===== src/rtl/present_pkg.sv =====
// rtl/present_pkg.sv - shared PRESENT-80 constants, nibble tables and bit permutations
//
// Purpose : Widths, round count, S-box tables and pLayer functions used by both
//           the encrypt and decrypt datapaths.
// Ports   : none (package)
package present_pkg;

    localparam int BLOCK_W    = 64;
    localparam int KEY_W      = 80;
    localparam int NUM_ROUNDS = 31;

    localparam logic [3:0] SBOX [16] = '{
        4'hC, 4'h5, 4'h6, 4'hB, 4'h9, 4'h0, 4'hA, 4'hD,
        4'h3, 4'hE, 4'hF, 4'h8, 4'h4, 4'h7, 4'h1, 4'h2
    };

    localparam logic [3:0] INV_SBOX [16] = '{
        4'h5, 4'hE, 4'hF, 4'h8, 4'hC, 4'h1, 4'h2, 4'hD,
        4'hB, 4'h4, 4'h6, 4'h3, 4'h0, 4'h7, 4'h9, 4'hA
    };

    // Phase is decoded from the round counter and done flag; no extra state flop.
    typedef enum logic [1:0] {
        PH_RUN,
        PH_FIN,
        PH_HOLD
    } phase_e;

    // Bit i moves to 16*i mod 63; bit 63 stays in place.
    function automatic logic [BLOCK_W-1:0] p_layer(input logic [BLOCK_W-1:0] x);
        logic [BLOCK_W-1:0] y;
        logic [5:0]         src;
        logic [5:0]         dst;
        y = '0;
        for (int i = 0; i < 63; i++) begin
            src    = 6'(i);
            dst    = 6'((16 * i) % 63);
            y[dst] = x[src];
        end
        y[63] = x[63];
        return y;
    endfunction

    function automatic logic [BLOCK_W-1:0] inv_p_layer(input logic [BLOCK_W-1:0] x);
        logic [BLOCK_W-1:0] y;
        logic [5:0]         src;
        logic [5:0]         dst;
        y = '0;
        for (int i = 0; i < 63; i++) begin
            src    = 6'(i);
            dst    = 6'((16 * i) % 63);
            y[src] = x[dst];
        end
        y[63] = x[63];
        return y;
    endfunction

endpackage


===== src/rtl/present_if.sv =====
// rtl/present_if.sv - plaintext/key in, ciphertext/done out bundle for the PRESENT encryptor
//
// Purpose : Groups the data-side signals of present_encrypt.
// Signals : key  [79:0] cipher key (master -> slave)
//           msg  [63:0] plaintext  (master -> slave)
//           done        ciphertext valid (slave -> master)
//           enc  [63:0] ciphertext (slave -> master)
interface present_if;
    import present_pkg::*;

    logic [KEY_W-1:0]   key;
    logic [BLOCK_W-1:0] msg;
    logic               done;
    logic [BLOCK_W-1:0] enc;

    modport master (output key, output msg, input done, input enc);
    modport slave  (input key, input msg, output done, output enc);

endinterface


===== src/rtl/present_sp_layer.sv =====
// rtl/present_sp_layer.sv - combinational PRESENT substitution layer followed by pLayer
//
// Purpose : Applies the 4-bit S-box to all 16 nibbles, then the bit permutation.
// Ports   : data_i [63:0] round input (already key-mixed)
//           data_o [63:0] round output
module present_sp_layer
    import present_pkg::*;
(
    input  logic [BLOCK_W-1:0] data_i,
    output logic [BLOCK_W-1:0] data_o
);

    logic [BLOCK_W-1:0] s_out;

    for (genvar n = 0; n < BLOCK_W / 4; n++) begin : g_sbox
        assign s_out[4*n +: 4] = SBOX[data_i[4*n +: 4]];
    end

    assign data_o = p_layer(s_out);

endmodule


===== src/rtl/present_encrypt.sv =====
// rtl/present_encrypt.sv - iterative PRESENT-80 encryptor, one round per clock
//
// Purpose : rst loads msg/key and doubles as the start strobe; after release
//           ROUNDS SP rounds run, then the final key add produces enc with done=1,
//           held until the next rst.
// Ports   : clk        system clock
//           rst        synchronous active-high reset / load strobe
//           bus.key    80-bit key, sampled while rst=1
//           bus.msg    64-bit plaintext, sampled while rst=1
//           bus.done   ciphertext valid
//           bus.enc    64-bit ciphertext
module present_encrypt
    import present_pkg::*;
#(
    parameter int ROUNDS = NUM_ROUNDS
)
(
    input  logic      clk,
    input  logic      rst,
    present_if.slave  bus
);

    localparam logic [5:0] LAST = 6'(ROUNDS + 1);

    logic [BLOCK_W-1:0] state_q, state_d;
    logic [KEY_W-1:0]   kreg_q,  kreg_d;
    logic [5:0]         rcnt_q,  rcnt_d;
    logic               done_q,  done_d;
    logic [BLOCK_W-1:0] enc_q,   enc_d;

    logic [BLOCK_W-1:0] round_key;
    logic [BLOCK_W-1:0] sp_out;
    logic [KEY_W-1:0]   key_rot;
    logic [KEY_W-1:0]   key_upd;
    phase_e             phase;

    assign round_key = kreg_q[KEY_W-1:16];

    present_sp_layer u_sp (
        .data_i (state_q ^ round_key),
        .data_o (sp_out)
    );

    // Key schedule: rotate left 61, S-box on the top nibble, counter into bits 19:15.
    always_comb begin
        key_rot         = {kreg_q[18:0], kreg_q[79:19]};
        key_upd         = key_rot;
        key_upd[79:76]  = SBOX[key_rot[79:76]];
        key_upd[19:15]  = key_rot[19:15] ^ rcnt_q[4:0];
    end

    // done takes priority so the counter can sit at LAST forever without re-firing FIN.
    always_comb begin
        if (done_q) begin
            phase = PH_HOLD;
        end else if (rcnt_q >= LAST) begin
            phase = PH_FIN;
        end else begin
            phase = PH_RUN;
        end
    end

    always_comb begin
        state_d = state_q;
        kreg_d  = kreg_q;
        rcnt_d  = rcnt_q;
        done_d  = done_q;
        enc_d   = enc_q;
        case (phase)
            PH_RUN: begin
                state_d = sp_out;
                kreg_d  = key_upd;
                rcnt_d  = rcnt_q + 6'd1;
            end
            PH_FIN: begin
                enc_d  = state_q ^ round_key;
                done_d = 1'b1;
            end
            default: begin
            end
        endcase
    end

    always_ff @(posedge clk) begin
        if (rst) begin
            state_q <= bus.msg;
            kreg_q  <= bus.key;
            rcnt_q  <= 6'd1;
            done_q  <= 1'b0;
            enc_q   <= '0;
        end else begin
            state_q <= state_d;
            kreg_q  <= kreg_d;
            rcnt_q  <= rcnt_d;
            done_q  <= done_d;
            enc_q   <= enc_d;
        end
    end

    assign bus.done = done_q;
    assign bus.enc  = enc_q;

endmodule

===== src/flat_wrapper.sv =====
// flat-port wrapper written by rule: the top's interface ports become plain ports
module present_encrypt_flat import present_pkg::*;
#(
    parameter int ROUNDS = NUM_ROUNDS
)
  (clk, rst, bus_key, bus_msg, bus_done, bus_enc);
  present_if bus_i ();
  input  logic clk;
  input  logic rst;
  input wire logic [$bits(bus_i.key)-1:0] bus_key;
  input wire logic [$bits(bus_i.msg)-1:0] bus_msg;
  output wire logic [$bits(bus_i.done)-1:0] bus_done;
  output wire logic [$bits(bus_i.enc)-1:0] bus_enc;
  assign bus_i.key = bus_key;
  assign bus_i.msg = bus_msg;
  assign bus_done = bus_i.done;
  assign bus_enc = bus_i.enc;
  present_encrypt #(.ROUNDS(ROUNDS)) u_core (.clk(clk), .rst(rst), .bus(bus_i));
endmodule

===== config.mk =====
export PLATFORM = sky130hd
export DESIGN_NAME = present_encrypt_flat
export DESIGN_NICKNAME = d
export VERILOG_FILES = /design/src/rtl/present_pkg.sv /design/src/rtl/present_if.sv /design/src/rtl/present_sp_layer.sv /design/src/rtl/present_encrypt.sv /design/src/flat_wrapper.sv
export SDC_FILE = /design/constraint.sdc
export NUM_CORES = 1
export LEC_CHECK = 0
export CORE_MARGIN = 5
export CORE_UTILIZATION = 48
export CTS_CLUSTER_SIZE = 24
export DETAILED_ROUTE_END_ITERATION = 16
export GPL_ROUTABILITY_DRIVEN = 0
export PLACE_DENSITY = 0.78
export SLEW_MARGIN = 20
export SYNTH_ARGS = -nofsm -noshare
export SYNTH_HDL_FRONTEND = slang
export SYNTH_SLANG_ARGS = --single-unit
export TNS_END_PERCENT = 5

===== constraint.sdc =====
create_clock -name clk -period 5.55 [get_ports clk]
set_clock_uncertainty 0.2 [all_clocks]
set_input_delay 1.11 -clock clk [delete_from_list [all_inputs] [get_ports clk]]
set_output_delay 1.11 -clock clk [all_outputs]
set_load 0.01 [all_outputs]

==> images/io_placement.png <==
Drawn at 1.5 px/um. Pins as bars across the die edge, other pins in grey.
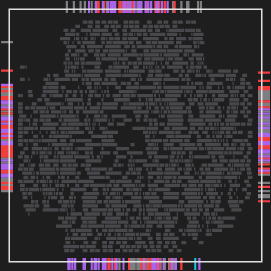
- bus_msg: red (pins 64; direction input; edge 23 left, 16 right, 13 top, 12 bottom)
- bus_key: purple (pins 80; direction input; edge 25 bottom, 23 top, 18 left, 14 right)
- bus_done: cyan (pins 1; direction output; edge bottom)
- all pins by edge: 55 left, 54 bottom, 51 right, 51 top
Die W: 167 um
Die Y: 167 um
I/O Buffers: 210

==> images/clocks.png <==
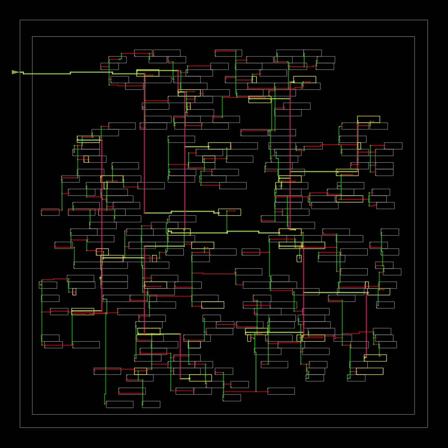
CLK BUF: 34
Clk. pwr: 1.64 mW
flop count: 215

==> images/layer_met2.png <==
Drawn at 2 px/um. Cells faint in the background.
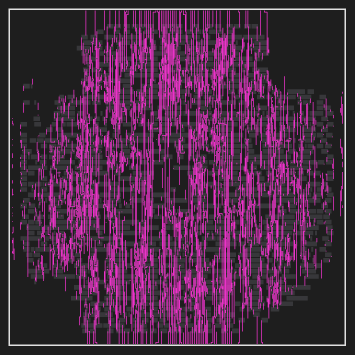
- nets with wire on the layer: 1237
- longest straight run: 72.8 um
- share of all routed wire: 47%

==> CHANGELOG.md <==
## Implementation

* Outcome: finished clean
* Layout multi-input combinational cell count at 689
* Min-Delay Startpoint: u_core.bus.enc[49]$_SDFFE_PP0N_
* Late-Pin Clk Latency at 0.52 ns
* Clock power frac at 22.2%
* Clk slew on worst S/H paths at 0.06 ns
* Peak VDD IR at 221 uV
* Synth Register Bits at 215
* Cell area after synthesis at 11900 um^2
* # diodes at 0
* Post-DP HPWL at 24100 um
* Main power group: combinational cells
* Share of layout cells above drive strength 1 at 15.0%
* Gate Count Post-Synth at 1027
* DRC Markers at 0
* Max-area cell class: sequential cells
* Sw Ratio at 37.0%
* Placed Cells at 1514
* Top-count cell post-synth: edfxtp_1
* CP peak stage delay at 0.68 ns
* Worst-Margin Slew at 1.06 ns
* Clock Path Buffers at 3
* Yosys chip area at 11900 um^2
* Synth warn at 0
* Final ANT Viol Nets at 0
* Max transition margin at 28.9%
* Ys flop type: edfxtp_1
* RSZ-0062 raised after global routing: no
* CP Capture Type: register
* Register area share after synthesis at 48.4%
* Finished Layout Cells at 1558
* Ao+oa area frac at 11.1%
* First-pass GRT wire length at 48500 um
* Power, Total at 7.39 mW
* Row cnt at 57
* Clock-cell share at 5.44%
* Plain + repair buffers at 214
* Pre-CTS setup slack at 1.92 ns
* Initial antenna violation count at 1
* Final WS setup at 2.40 ns
* Vias in the first global route at 8560
* Comb pwr at 3.30 mW
* Critical Path AT at 3.14 ns
[state kept, by name, indices dropped and copies added (netlist names)]
| register | flops |
|---|---|
| u_core.kreg_q | 80 |
| u_core.bus.enc | 64 |
| u_core.state_q | 64 |
| u_core.rcnt_q | 6 |
| u_core.bus.done | 1 |
[placed cells by master, fill, tap and decap left out, types with 3 or more instances in the layout]
cell	count
o211ai_1	31
mux2i_1	27
o21ai_0	40
nand3_1	31
xnor2_4	3
nor2b_1	3
a21oi_1	28
nor2_1	88
clkbuf_16	26
clkbuf_8	5
clkinv_2	5
xnor2_2	14
o211a_1	3
dfxtp_1	71
edfxtp_1	144
nand2_1	64
mux2_2	102
clkdlybuf4s50_1	209
nor3_1	7
clkbuf_1	4
a2111oi_0	3
inv_1	67
mux4_2	17
inv_2	4
o311ai_0	7
xnor2_1	55
a211oi_1	67
ha_1	55
xor2_1	23
a221oi_1	6
a32o_1	3
[worst paths after layout]
path                                           to  slack [ns]  depth (start not counted)
setup / recovery     u_core.state_q[33]$_DFFE_PP_        2.40                          4
setup reg to reg     u_core.state_q[41]$_DFFE_PP_        2.70                          5
hold / removal    u_core.bus.enc[49]$_SDFFE_PP0N_        0.30                          2
hold reg to reg   u_core.bus.enc[49]$_SDFFE_PP0N_        0.30                          2
[worst max-delay path, delay by kind of cell]
| family | cells | cell delay (ns) |
|---|---|---|
| buffers and inverters | 3 | 1.56 |
| AND/OR/NAND/NOR | 1 | 0.24 |
[per-layer routing]
metal | track usage (%) | wire [um] | vias to the layer above
met3 | 4.31 | 2370 | 53
met5 | 0 | 13 | -
li1 | - | - | 4130
met4 | 6.10 | 986 | 2
met2 | 36.5 | 15200 | 291
met1 | 29.7 | 13700 | 4209
Power is estimated from default activity; no workload was simulated.
